Figure 1. The metal 4 layer (run 1).
Scale: 4 px per um. Cells faint in the background.
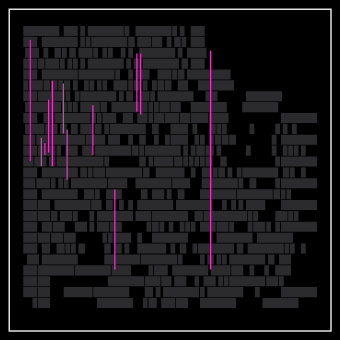
Figure 2. Routed clock nets over the placement (run 1).
Scale: 3 px per um.
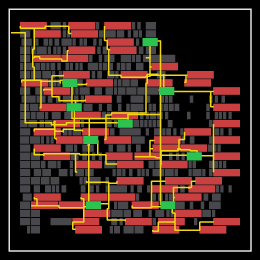
Figure 3. Congestion heat map (run 1).
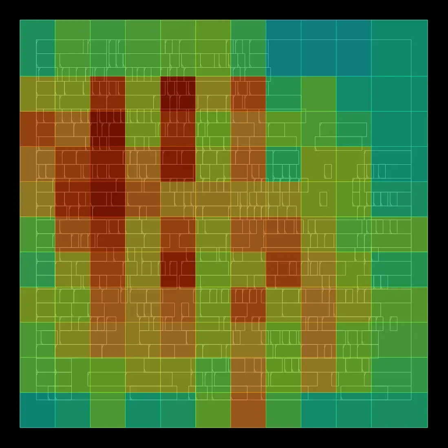
--- src/rtl/nibble_serial_addsub_16_if.sv ---
// Operand/result handshake bundle for nibble_serial_addsub_16.
// Define OVF_FLAG_EN to add the signed-overflow flag (out_ovf).
interface nibble_serial_addsub_16_if;
    logic        in_valid;
    logic        in_ready;
    logic [15:0] in_a;
    logic [15:0] in_b;
    logic        in_sub;
    logic        out_valid;
    logic        out_ready;
    logic [15:0] out_sum;
    logic        out_c;
`ifdef OVF_FLAG_EN
    logic        out_ovf;

    modport master (
        output in_valid, in_a, in_b, in_sub, out_ready,
        input  in_ready, out_valid, out_sum, out_c, out_ovf
    );
    modport slave (
        input  in_valid, in_a, in_b, in_sub, out_ready,
        output in_ready, out_valid, out_sum, out_c, out_ovf
    );
`else
    modport master (
        output in_valid, in_a, in_b, in_sub, out_ready,
        input  in_ready, out_valid, out_sum, out_c
    );
    modport slave (
        input  in_valid, in_a, in_b, in_sub, out_ready,
        output in_ready, out_valid, out_sum, out_c
    );
`endif
endinterface

--- src/rtl/nibble_serial_addsub_16.sv ---
// 16-bit add/subtract computed one nibble per clock with a 4-bit carry-lookahead adder.
// Optional macro OVF_FLAG_EN adds a registered signed-overflow flag.
module nibble_serial_addsub_16 (
    input  logic                      clk,
    input  logic                      rst,
    nibble_serial_addsub_16_if.slave  bus
);

    typedef enum logic [1:0] {
        IDLE = 2'd0,
        CALC = 2'd1,
        DONE = 2'd2
    } state_t;

    state_t      state_q, state_d;
    logic [1:0]  cnt_q;
    logic        carry_q;
    logic [15:0] a_q;
    logic [15:0] b_q;
    logic [11:0] res_q;
    logic [15:0] sum_q;
    logic        c_q;
    logic [4:0]  nib_s;
    logic        last_s;
`ifdef OVF_FLAG_EN
    logic        ovf_q;
`endif

    function automatic logic [4:0] cla4(input logic [3:0] a, input logic [3:0] b, input logic cin);
        logic [3:0] g;
        logic [3:0] p;
        logic [4:0] c;
        g    = a & b;
        p    = a ^ b;
        c[0] = cin;
        c[1] = g[0] | (p[0] & cin);
        c[2] = g[1] | (p[1] & g[0]) | (p[1] & p[0] & cin);
        c[3] = g[2] | (p[2] & g[1]) | (p[2] & p[1] & g[0]) | (p[2] & p[1] & p[0] & cin);
        c[4] = g[3] | (p[3] & g[2]) | (p[3] & p[2] & g[1]) | (p[3] & p[2] & p[1] & g[0])
             | (p[3] & p[2] & p[1] & p[0] & cin);
        return {c[4], p ^ c[3:0]};
    endfunction

    // Operands shift right so the active nibble always sits in bits [3:0].
    assign nib_s  = cla4(a_q[3:0], b_q[3:0], carry_q);
    assign last_s = (state_q == CALC) && (cnt_q == 2'd3);

    // Control state register.
    always_ff @(posedge clk or posedge rst) begin
        if (rst) begin
            state_q <= IDLE;
        end else begin
            state_q <= state_d;
        end
    end

    // Next-state decode.
    always_comb begin
        state_d = state_q;
        case (state_q)
            IDLE: begin
                if (bus.in_valid) begin
                    state_d = CALC;
                end else begin
                    state_d = IDLE;
                end
            end
            CALC: begin
                if (cnt_q == 2'd3) begin
                    state_d = DONE;
                end else begin
                    state_d = CALC;
                end
            end
            DONE: begin
                if (bus.out_ready) begin
                    state_d = IDLE;
                end else begin
                    state_d = DONE;
                end
            end
            default: state_d = IDLE;
        endcase
    end

    // Datapath: operand capture, nibble-serial accumulation, result publish on the last nibble.
    always_ff @(posedge clk or posedge rst) begin
        if (rst) begin
            cnt_q   <= 2'd0;
            carry_q <= 1'b0;
            a_q     <= 16'd0;
            b_q     <= 16'd0;
            res_q   <= 12'd0;
            sum_q   <= 16'd0;
            c_q     <= 1'b0;
`ifdef OVF_FLAG_EN
            ovf_q   <= 1'b0;
`endif
        end else begin
            case (state_q)
                IDLE: begin
                    if (bus.in_valid) begin
                        a_q     <= bus.in_a;
                        b_q     <= bus.in_sub ? ~bus.in_b : bus.in_b;
                        carry_q <= bus.in_sub;
                        cnt_q   <= 2'd0;
                    end
                end
                CALC: begin
                    a_q     <= {4'd0, a_q[15:4]};
                    b_q     <= {4'd0, b_q[15:4]};
                    res_q   <= {nib_s[3:0], res_q[11:4]};
                    carry_q <= nib_s[4];
                    cnt_q   <= cnt_q + 2'd1;
                    if (last_s) begin
                        sum_q <= {nib_s[3:0], res_q};
                        c_q   <= nib_s[4];
`ifdef OVF_FLAG_EN
                        // a_q[3]/b_q[3] hold the original sign bits of A and B' here.
                        ovf_q <= (a_q[3] == b_q[3]) & (nib_s[3] != a_q[3]);
`endif
                    end
                end
                default: begin
                end
            endcase
        end
    end

    assign bus.in_ready  = (state_q == IDLE);
    assign bus.out_valid = (state_q == DONE);
    assign bus.out_sum   = sum_q;
    assign bus.out_c     = c_q;
`ifdef OVF_FLAG_EN
    assign bus.out_ovf   = ovf_q;
`endif

endmodule

--- src/flat_wrapper.sv ---
// flat-port wrapper written by rule: the top's interface ports become plain ports
module nibble_serial_addsub_16_flat 
  (clk, rst, bus_in_valid, bus_in_a, bus_in_b, bus_in_sub, bus_out_ready, bus_in_ready, bus_out_valid, bus_out_sum, bus_out_c);
  nibble_serial_addsub_16_if bus_i ();
  input  logic clk;
  input  logic rst;
  input wire logic [$bits(bus_i.in_valid)-1:0] bus_in_valid;
  input wire logic [$bits(bus_i.in_a)-1:0] bus_in_a;
  input wire logic [$bits(bus_i.in_b)-1:0] bus_in_b;
  input wire logic [$bits(bus_i.in_sub)-1:0] bus_in_sub;
  input wire logic [$bits(bus_i.out_ready)-1:0] bus_out_ready;
  output wire logic [$bits(bus_i.in_ready)-1:0] bus_in_ready;
  output wire logic [$bits(bus_i.out_valid)-1:0] bus_out_valid;
  output wire logic [$bits(bus_i.out_sum)-1:0] bus_out_sum;
  output wire logic [$bits(bus_i.out_c)-1:0] bus_out_c;
  assign bus_i.in_valid = bus_in_valid;
  assign bus_i.in_a = bus_in_a;
  assign bus_i.in_b = bus_in_b;
  assign bus_i.in_sub = bus_in_sub;
  assign bus_i.out_ready = bus_out_ready;
  assign bus_in_ready = bus_i.in_ready;
  assign bus_out_valid = bus_i.out_valid;
  assign bus_out_sum = bus_i.out_sum;
  assign bus_out_c = bus_i.out_c;
  nibble_serial_addsub_16 u_core (.clk(clk), .rst(rst), .bus(bus_i));
endmodule
--- config.mk ---
export PLATFORM = sky130hd
export DESIGN_NAME = nibble_serial_addsub_16_flat
export DESIGN_NICKNAME = d
export VERILOG_FILES = /design/src/rtl/nibble_serial_addsub_16_if.sv /design/src/rtl/nibble_serial_addsub_16.sv /design/src/flat_wrapper.sv
export SDC_FILE = /design/constraint.sdc
export NUM_CORES = 1
export LEC_CHECK = 0
export ABC_AREA = 1
export CAP_MARGIN = 25
export CORE_MARGIN = 3
export CORE_UTILIZATION = 56
export CTS_CLUSTER_DIAMETER = 60
export DETAILED_ROUTE_END_ITERATION = 7
export DONT_BUFFER_PORTS = 1
export GPL_TIMING_DRIVEN = 0
export HOLD_SLACK_MARGIN = 0.05
export PLACE_DENSITY = 0.81
export SYNTH_ARGS = -nofsm -noshare
export SYNTH_HDL_FRONTEND = slang
export SYNTH_SLANG_ARGS = --single-unit
--- constraint.sdc ---
create_clock -name clk -period 2.1 [get_ports clk]
set_clock_uncertainty 0.2 [all_clocks]
set_input_delay 0.21 -clock clk [delete_from_list [all_inputs] [get_ports clk]]
set_output_delay 0.21 -clock clk [all_outputs]
set_load 0.02 [all_outputs]
==> impl_metrics.ini, run 1 <==
; yosys + openroad results
[final_layout]
final_common_cell = nand2_1
diodes = 0
flop_area_um2 = 1650
drive_gt1_frac = 0.126
syn_to_final_growth_pct = 21.0
fillers = 385
mostFrequentLayoutCells = nand2_1, dfrtp_1, dlygate4sd3_1
comb_area_um2 = 1190
layout.nets = 419

[synthesis]
async_reset_ff_frac = 1.00
synth_area_um2 = 3070
most_common_cell = nand2_1
synth_top_area_share = 0.538
top_area_cell = dfrtp_1
edf_count = 0
synth_cells = 329
ff_type = dfrtp_1
numSynthFlops = 66
aoi_share = 0.135
ys_sh_adder = 0.0269
synthTopLogicFamily = simple AND/OR/NAND/NOR gates
yosys.area_share.simple = 0.178
avgSynthCellArea_um2 = 9.33
top_cells_by_area = dfrtp_1, nand2_1, o21ai_0
ys_sh_xor = 0.0485
synth.distinct_cells = 33
yosys_cells = 329
ys_top_cells_by_count = nand2_1, dfrtp_1, inv_1, o21ai_0, nand3_1
fp_nets = 372
ys_seq_share = 0.538

[timing]
tns_ns = 0
rsz0062_at_grt = false
relSlewSlack = 0.626
timing.fmax_ghz = 0.567
hold_viol = 0
finalCriticalPeriod_ns = 1.76
fin_crit_sh = 0.839

[routing]
firstDrtPassIters = 4
via_per_inst = 5.47
avgRoutedWirePerCell_um = 15.9
remaining_drc_errors = 0
drt_iter0_markers = 148

[floorplanning]
num_rows = 26
ios = 56
dieWidth_um = 80.0
core_area_um2 = 5200
chipArea_um2 = 6410
fp_util = 0.590

[hold_path]
min_path_type = primary input to flop

[clock_network]
cts_buffers = 9
clkLatencyLatePin_ns = 0.34
cts_root_buf = clkbuf_8
cts_setup_buffers = 0
clkTransAtPathRegs_ns = 0.07
clkSinkCount = 66
cts_tree = built
cts_resized = 0
clk_path_buf_depth = 2

[critical_path]
cp_data_required_time_ns = 2.11
crit_slowest_cell = dfrtp_1
critPathArrivalTime_ns = 1.77
critPathMaxStageDelay_ns = 0.44
critPathKind = flop to flop
cp-start-kind = flop
cp.buffers_inverters = 2
crit_fanout = 10

[grt]
grt_overflow = 0
grt_pass1_wl_um = 12000
antenna_found_initial = 0
grt_max_degree = 42

[status]
outcome = finished, final reports clean

[flow_run]
maxCapViolations = 0

[pwr]
pwr-share-clk = 0.168
swShare = 0.438
leakage_nw = 1.78
peakVddDrop_mv = 0.829

[placement]
gp_congestion = 0.826
hpwlAfterDp_um = 4380
Back to the opening pictures, Figure 1:
- share of all routed wire: 3.0%
- wire length on this layer: 214 um
Post-Route WL: 7160 um
via count: 2,466

Back to the opening pictures, Figure 2:
- yellow: clock wires (length 780 um)
- green: cells driving clock nets (count 9)
- red: flip-flops (count 66)
- flops lie: widely spread

Back to the opening pictures, Figure 3:
final core utilization: 0.714
GRT Overall Usage: 0.251

[run 1: metrics by stage]
stage / util / instance area, um^2 / setup WS (ns) / cells / hold slack (ns)
floorplan: - / 3070 / 0.0352 / 329 / 0.106
global placement: 0.607 / 3160 / -0.610 / 399 / 0.119
detailed placement: 0.611 / 3180 / 0.367 / 400 / -0.0263
CTS: 0.714 / 3720 / 0.356 / 451 / 0.0746
global route: 0.714 / 3720 / 0.232 / 451 / 0.122
finish: 0.714 / 3720 / 0.337 / 451 / 0.0900
[run 1: final timing paths]
kind | startpoint | to | depth (start not counted)
setup / recovery | u_core.state_q[0] | u_core.b_q[12] | 7
hold / removal | bus_in_sub | u_core.b_q[10] | 3
min in group asynchronous | rst | u_core.b_q[13] | 2
hold reg to reg | u_core.res_q[0] | u_core.bus.out_sum[0] | 2
setup reg to reg | u_core.state_q[0] | u_core.b_q[12] | 7
max in group asynchronous | rst | u_core.a_q[2] | 3
[run 1: layout make-up]
cell class | count | share of cell area
clock inverter | 4 | 0.0141
inverter | 32 | 0.0330
tap | 70 | 0.0236
buffer | 15 | 0.0273
clock buffer | 12 | 0.0364
multi-input combinational | 216 | 0.322
sequential | 66 | 0.444
timing repair buffer | 36 | 0.0997
[run 1: power groups by stage]
stage	sequential (W)	clock [W]	combinational, W
floorplan	0.00231	0	0.00206
detailed placement	0.00241	0	0.00258
finish	0.00239	0.00103	0.00270
global placement	0.00238	0	0.00247
CTS	0.00239	0.00104	0.00265
global route	0.00246	0.00111	0.00304
[run 1: per-layer routing]
metal  vias to the layer above  share of wire  global-route usage
met5                         -              0                   0
met1                      1189           0.40               0.292
met4                         0          0.030               0.130
met2                        94           0.52               0.430
li1                       1155              -                   -
met3                        28          0.054              0.0553
Figure 4. Wiring by layer (run 1).
Scale: 4 px per um.
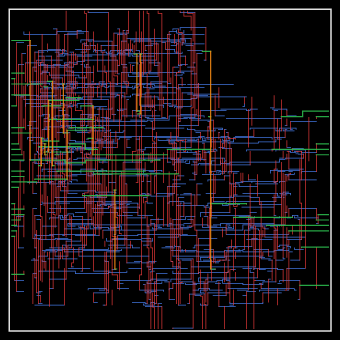

## Run 2: what changed since run 1
==> constraint.sdc (replaced) <==
create_clock -name clk -period 1.6 [get_ports clk]
set_clock_uncertainty 0.2 [all_clocks]
set_input_delay 0.16 -clock clk [delete_from_list [all_inputs] [get_ports clk]]
set_output_delay 0.16 -clock clk [all_outputs]
set_load 0.02 [all_outputs]
Figure 5. Wiring by layer (run 2).
Scale: 4 px per um.
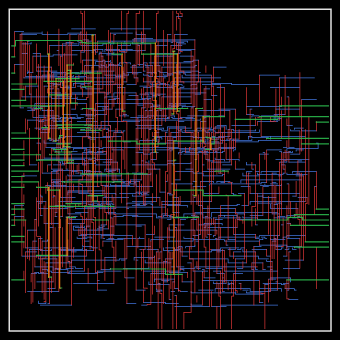
- blue: met1 (wire length 2,940 um)
- orange: met4 (wire length 319 um)
- red: met2 (wire length 4,130 um)
- green: met3 (wire length 539 um)

Figure 6. A small window of the routed layout (run 2).
Window x 50 to 70, y 10 to 30 um. Cells in grey, sequential cells in the stronger grey; small squares are vias.
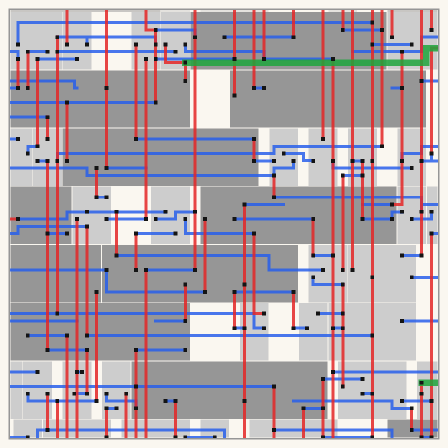
- green: met3
- red: met2
- blue: met1
- most frequent: nand2_1 (13), dfrtp_1 (8)
- cells with their middle in the window: 32
- netlist names of flops here include: u_core.bus.out_sum (4), u_core.res_q (4)
- sequential cells in the window: 8

==> run 2 against run 1 <==
Critical path depth stayed put. Sequential share of layout area down 2.2 points. Critical path type unchanged. Worst hold slack gained 0.0038 ns. Synthesized cell count unchanged. Routed wire length increased by 11%. Utilization rose by 3.8 points. Sequential power grew 34%. Cell area increased by 5.3%. Die size did not move. Clock power increased by about 20%.
==> impl_metrics.ini, run 2 <==
; yosys + openroad results
[status]
outcome = finished, final reports clean

[final_layout]
diodes = 0
seq_cells = 66
drive_gt1_frac = 0.190
clkCellAreaFrac = 0.0406
comb_area_um2 = 1300
seq_share = 0.423
fillers = 348
comb_cells = 216
nonClkBufAreaFrac = 0.149
mostFrequentLayoutCells = nand2_1, dfrtp_1, dlygate4sd3_1
layout.nets = 429
nClkBuffers = 11
final_common_cell = nand2_1
syn_to_final_growth_pct = 27.4
sh_comb_area = 0.332
flop_area_um2 = 1650
largest_cell_class = registers

[critical_path]
cpMostUsedCell = nand2_4
critPathKind = flop to flop
cp-start-kind = flop
startpoint = u_core.state_q[0]
critPathArrivalTime_ns = 1.61
cp_data_required_time_ns = 1.62
cp.buffers_inverters = 2
rr_startpoint = u_core.state_q[0]
endpoint = u_core.b_q[2]
rr_endpoint = u_core.b_q[2]
critPathMaxStageDelay_ns = 0.46
crit_fanout = 10

[synthesis]
synth_area_um2 = 3070
most_common_cell = nand2_1
ys_sh_adder = 0.0269
async_reset_ff_frac = 1.00
top_area_cell = dfrtp_1
synthTopLogicFamily = simple AND/OR/NAND/NOR gates
top_cells_by_area = dfrtp_1, nand2_1, o21ai_0
yosys.area_share.simple = 0.178
ys_top_cells_by_count = nand2_1, dfrtp_1, inv_1, o21ai_0, nand3_1
ff_type = dfrtp_1
edf_count = 0
avgSynthCellArea_um2 = 9.33
synth_cells = 329
numSynthFlops = 66
yosys_cells = 329
fp_nets = 372
ys_seq_share = 0.538

[routing]
routed_wl_um = 7930
firstDrtPassIters = 5
remaining_drc_errors = 0
via_per_inst = 5.70
vias = 2617

[hold_path]
min_path_type = primary input to flop
min_to = u_core.b_q[10]
hold_path_depth = 3

[floorplanning]
core_area_um2 = 5200
chipArea_um2 = 6410
num_rows = 26
ios = 56
fp_util = 0.590
dieWidth_um = 80.0
nWellTaps = 70

[clock_network]
clkLatencyLatePin_ns = 0.35
clkTransAtPathRegs_ns = 0.07
cts_root_buf = clkbuf_8
cts_buffers = 9
clkSinkCount = 66
clk_path_buf_depth = 2

[timing]
tns_ns = 0
timing.fmax_ghz = 0.631
finalCriticalPeriod_ns = 1.59
hold-worst-slack_ns = 0.0938
fin_crit_sh = 0.991
hold_viol = 0
rsz0062_at_grt = true

[grt]
grt_pass1_wl_um = 12800
grt_overflow = 0
grtUsageTotal = 0.267
antenna_found_initial = 0

[placement]
hpwlAfterDp_um = 4470
port_buffers = 0
gp_congestion = 0.848

[pwr]
peakVddDrop_mv = 1.07
leakage_nw = 1.85
-- run 2: cell count changes in the layout (fill, tap and decap cells not counted), sizes merged --
cell / previous run / this run
dlygate4sd3: 35 / 36
bufinv: 1 / 0
clkinvlp: 0 / 2
buf: 14 / 22
inv: 32 / 31
clkinv: 3 / 2
-- run 2: per-layer routing --
| layer | share of wire | global-route usage | vias up |
|---|---|---|---|
| li1 | - | - | 1174 |
| met1 | 0.37 | 0.301 | 1272 |
| met2 | 0.52 | 0.448 | 133 |
| met3 | 0.068 | 0.0745 | 38 |
| met4 | 0.040 | 0.157 | 0 |
| met5 | 0 | 0 | - |
-- run 2: worst register-to-register path, cell delays in order, from the launching register on --
cell,delay (ns)
dfrtp_2,0.46
nor2_4,0.20
nand2_4,0.10
nand2_4,0.12
inv_4,0.06
buf_6,0.14
nand2_1,0.09
o221ai_2,0.09
-- run 2: through the flow --
stage | instances | total power (W) | setup slack [ns] | instance area (um^2) | utilization
floorplan | 329 | 0.00573 | 0.00761 | 3070 | -
global placement | 399 | 0.00637 | -0.105 | 3160 | 0.607
detailed placement | 400 | 0.00653 | -0.163 | 3180 | 0.611
CTS | 454 | 0.00804 | 0.00404 | 3780 | 0.726
global route | 459 | 0.00930 | -0.0784 | 3910 | 0.751
finish | 459 | 0.00868 | 0.0141 | 3910 | 0.751
-- run 2: timing repair --
item,in CTS,in global routing
resized,7,30
hold buffers,36,0
pin swaps,4,5
hold endpoints to repair,101,0
buffers inserted,4,5
endpoints found under the setup margin,33,51
-- run 2: where the power goes --
part | total [W] | internal [W] | switching (W)
clock network | 0.00120 | 0.000582 | 0.000615
registers | 0.00321 | 0.00248 | 0.000736
logic | 0.00428 | 0.00175 | 0.00253
total | 0.00868 | 0.00481 | 0.00388
Figure 7. Routed clock nets over the placement (run 2).
Scale: 3 px per um.
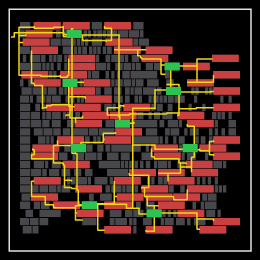

## Run 3: what changed since run 2
--- a/config.mk
+++ b/config.mk
@@ -8,13 +8,14 @@
 export ABC_AREA = 1
 export CAP_MARGIN = 25
 export CORE_MARGIN = 3
-export CORE_UTILIZATION = 56
+export CORE_UTILIZATION = 59
+export CTS_BUF_LIST = sky130_fd_sc_hd__clkbuf_4 sky130_fd_sc_hd__clkbuf_8
 export CTS_CLUSTER_DIAMETER = 60
 export DETAILED_ROUTE_END_ITERATION = 7
 export DONT_BUFFER_PORTS = 1
 export GPL_TIMING_DRIVEN = 0
 export HOLD_SLACK_MARGIN = 0.05
-export PLACE_DENSITY = 0.81
+export PLACE_DENSITY = 0.85
 export SYNTH_ARGS = -nofsm -noshare
 export SYNTH_HDL_FRONTEND = slang
 export SYNTH_SLANG_ARGS = --single-unit
Figure 8. Routed clock nets over the placement (run 3).
Scale: 4 px per um.
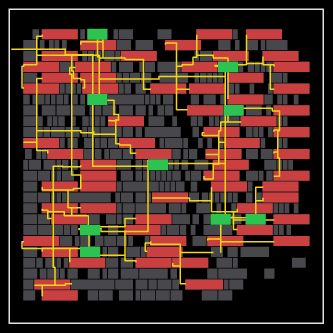
clock power share: 0.171
Clock Latency Late Sink: 0.35 ns
P_clk: 0.00161 W

==> run 3 against run 2 <==
The flow now finishes with violations (negative setup slack). Sequential cell count unchanged. Area after synthesis did not move. Setup slack worse by 0.10 ns. Critical path depth down 3. Final cell count increased by 0.65%. Fmax shrank 6.0%. Utilization is 7.1 points higher. Routed wire length is 8.7% higher. Highest routed layer unchanged.
==> impl_metrics.ini, run 3 <==
; yosys + openroad results
[timing]
setup_slack_ns = -0.0870
relSlewSlack = 0.531
fin_crit_sh = 1.05
finalCriticalPeriod_ns = 1.69
timing.fmax_ghz = 0.593
final-setup-viol-count = 3
rsz0062_at_grt = true
hold_viol = 0
tns_ns = -0.114

[final_layout]
syn_to_final_growth_pct = 30.6
final_common_cell = nand2_1
fillers = 274
drive_gt1_frac = 0.206
mostFrequentLayoutCells = nand2_1, dfrtp_1, dlygate4sd3_1
layout.nets = 432

[synthesis]
edf_count = 0
ys_sh_adder = 0.0269
synthTopLogicFamily = simple AND/OR/NAND/NOR gates
yosys_cells = 329
top_cells_by_area = dfrtp_1, nand2_1, o21ai_0
ys_top_cells_by_count = nand2_1, dfrtp_1, inv_1, o21ai_0, nand3_1
top_area_cell = dfrtp_1
yosys.area_share.simple = 0.178
ys_seq_share = 0.538
most_common_cell = nand2_1
yosys_warnings = 0
synthMuxAreaShare = 0
ff_type = dfrtp_1
fp_nets = 372
synth_top_area_share = 0.538
async_reset_ff_frac = 1.00
avgSynthCellArea_um2 = 9.33
synth_area_um2 = 3070
synth_cells = 329
numSynthFlops = 66

[pwr]
leakage_nw = 1.90
p_comb_w = 0.00457
p_switching_w = 0.00415
p_seq_w = 0.00324
power-top-group = combinational cells
swShare = 0.441
power_frac_comb = 0.485
internal_power_w = 0.00527
peakVddDrop_mv = 1.65
seq_power_share = 0.344
p_per_area_nw_per_um2 = 2350

[critical_path]
critPathArrivalTime_ns = 1.71
startpoint = u_core.state_q[0]
critPathKind = flop to flop
crit_fanout = 10
cp.buffers_inverters = 1
rr_endpoint = u_core.b_q[4]
critPathMaxStageDelay_ns = 0.47
cp-start-kind = flop
rr_startpoint = u_core.state_q[0]
cp_data_required_time_ns = 1.63
reg2regPathDepth = 4

[grt]
grtUsageTotal = 0.270
antenna_found_initial = 1
grt_pass1_wl_um = 12600
grt_overflow = 0

[routing]
remaining_drc_errors = 0
via_per_inst = 5.80
vias = 2681
routed_wl_um = 8620
firstDrtPassIters = 6

[clock_network]
cts_buffers = 9
clkSinkCount = 66
cts_root_buf = clkbuf_8
htreeDepth = 3
clk_path_buf_depth = 2
clkTransAtPathRegs_ns = 0.08

[hold_path]
min_to = u_core.b_q[8]
hold_path_depth = 4
min_path_type = primary input to flop

[placement]
hpwlAfterDp_um = 4390
port_buffers = 0
gp_congestion = 0.833
place_ws_ns = -0.146

[floorplanning]
die_h_um = 78.1
num_rows = 25
ios = 56
chipArea_um2 = 6110
core_area_um2 = 4880
fp_util = 0.629
dieWidth_um = 78.1

[status]
outcome = finished, violations left
violations = negative setup slack
Figure 9. A small window of the routed layout (run 3).
Window x 49 to 69, y 10 to 30 um. Cells in grey, sequential cells in the stronger grey; small squares are vias.
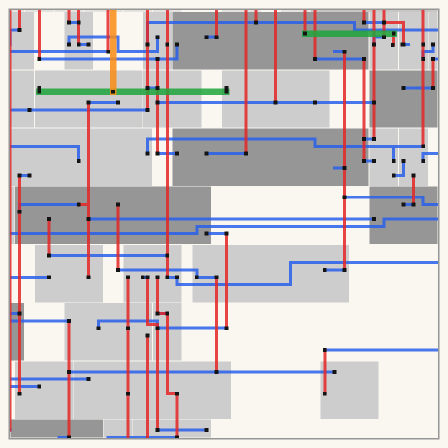

[run 3: what timing repair did]
item,4_1_cts,5_1_grt
gates cloned,0,1
endpoints found under the hold margin,100,0
buffers inserted,5,8
pin swaps,4,5
endpoints found under the setup margin,35,51
gates resized,6,31
hold buffers,36,0
[run 3: worst max-delay path by stage]
stage                     depth (start not counted)          endpoint  slack (ns)
after floorplan                                   5  u_core.res_q[10]       0.008
after global placement                            7     u_core.b_q[3]       -0.12
after detailed placement                          5  u_core.res_q[10]       -0.15
after CTS                                         6     u_core.b_q[0]       -0.02
after global routing                              4     u_core.b_q[4]       -0.14
final                                             4     u_core.b_q[4]       -0.09
[run 3: per-stage QoR]
stage           util  instances  total power [W]  hold slack [ns]  area [um^2]
5_1_grt        0.822        462          0.00999            0.155         4010
6_report       0.822        462          0.00943           0.0994         4010
3_5_place_dp   0.651        397          0.00656          -0.0400         3180
2_1_floorplan      -        329          0.00573           0.0556         3070
4_1_cts        0.784        453          0.00840           0.0719         3820
3_3_place_gp   0.647        396          0.00638           0.0577         3160
[run 3: layer usage]
metal / vias up / track usage / wire length, um
li1: 1184 / - / -
met1: 1287 / 0.321 / 3150
met2: 165 / 0.453 / 4380
met3: 45 / 0.0550 / 689
met4: 0 / 0.161 / 410
met5: - / 0 / 0
[run 3: final cells by class]
type / count / area, um^2 / share of cell area
sequential: 66 / 1650 / 0.412
multi-input combinational: 216 / 1310 / 0.326
timing repair buffer: 50 / 497 / 0.124
clock buffer: 10 / 138 / 0.0343
inverter: 32 / 129 / 0.0321
buffer: 14 / 110 / 0.0274
clock inverter: 6 / 90.1 / 0.0225
tap: 67 / 83.8 / 0.0209
antenna: 1 / 2.50 / 0.000624
Power figures rest on the tool's default switching activity, not on a simulated workload.
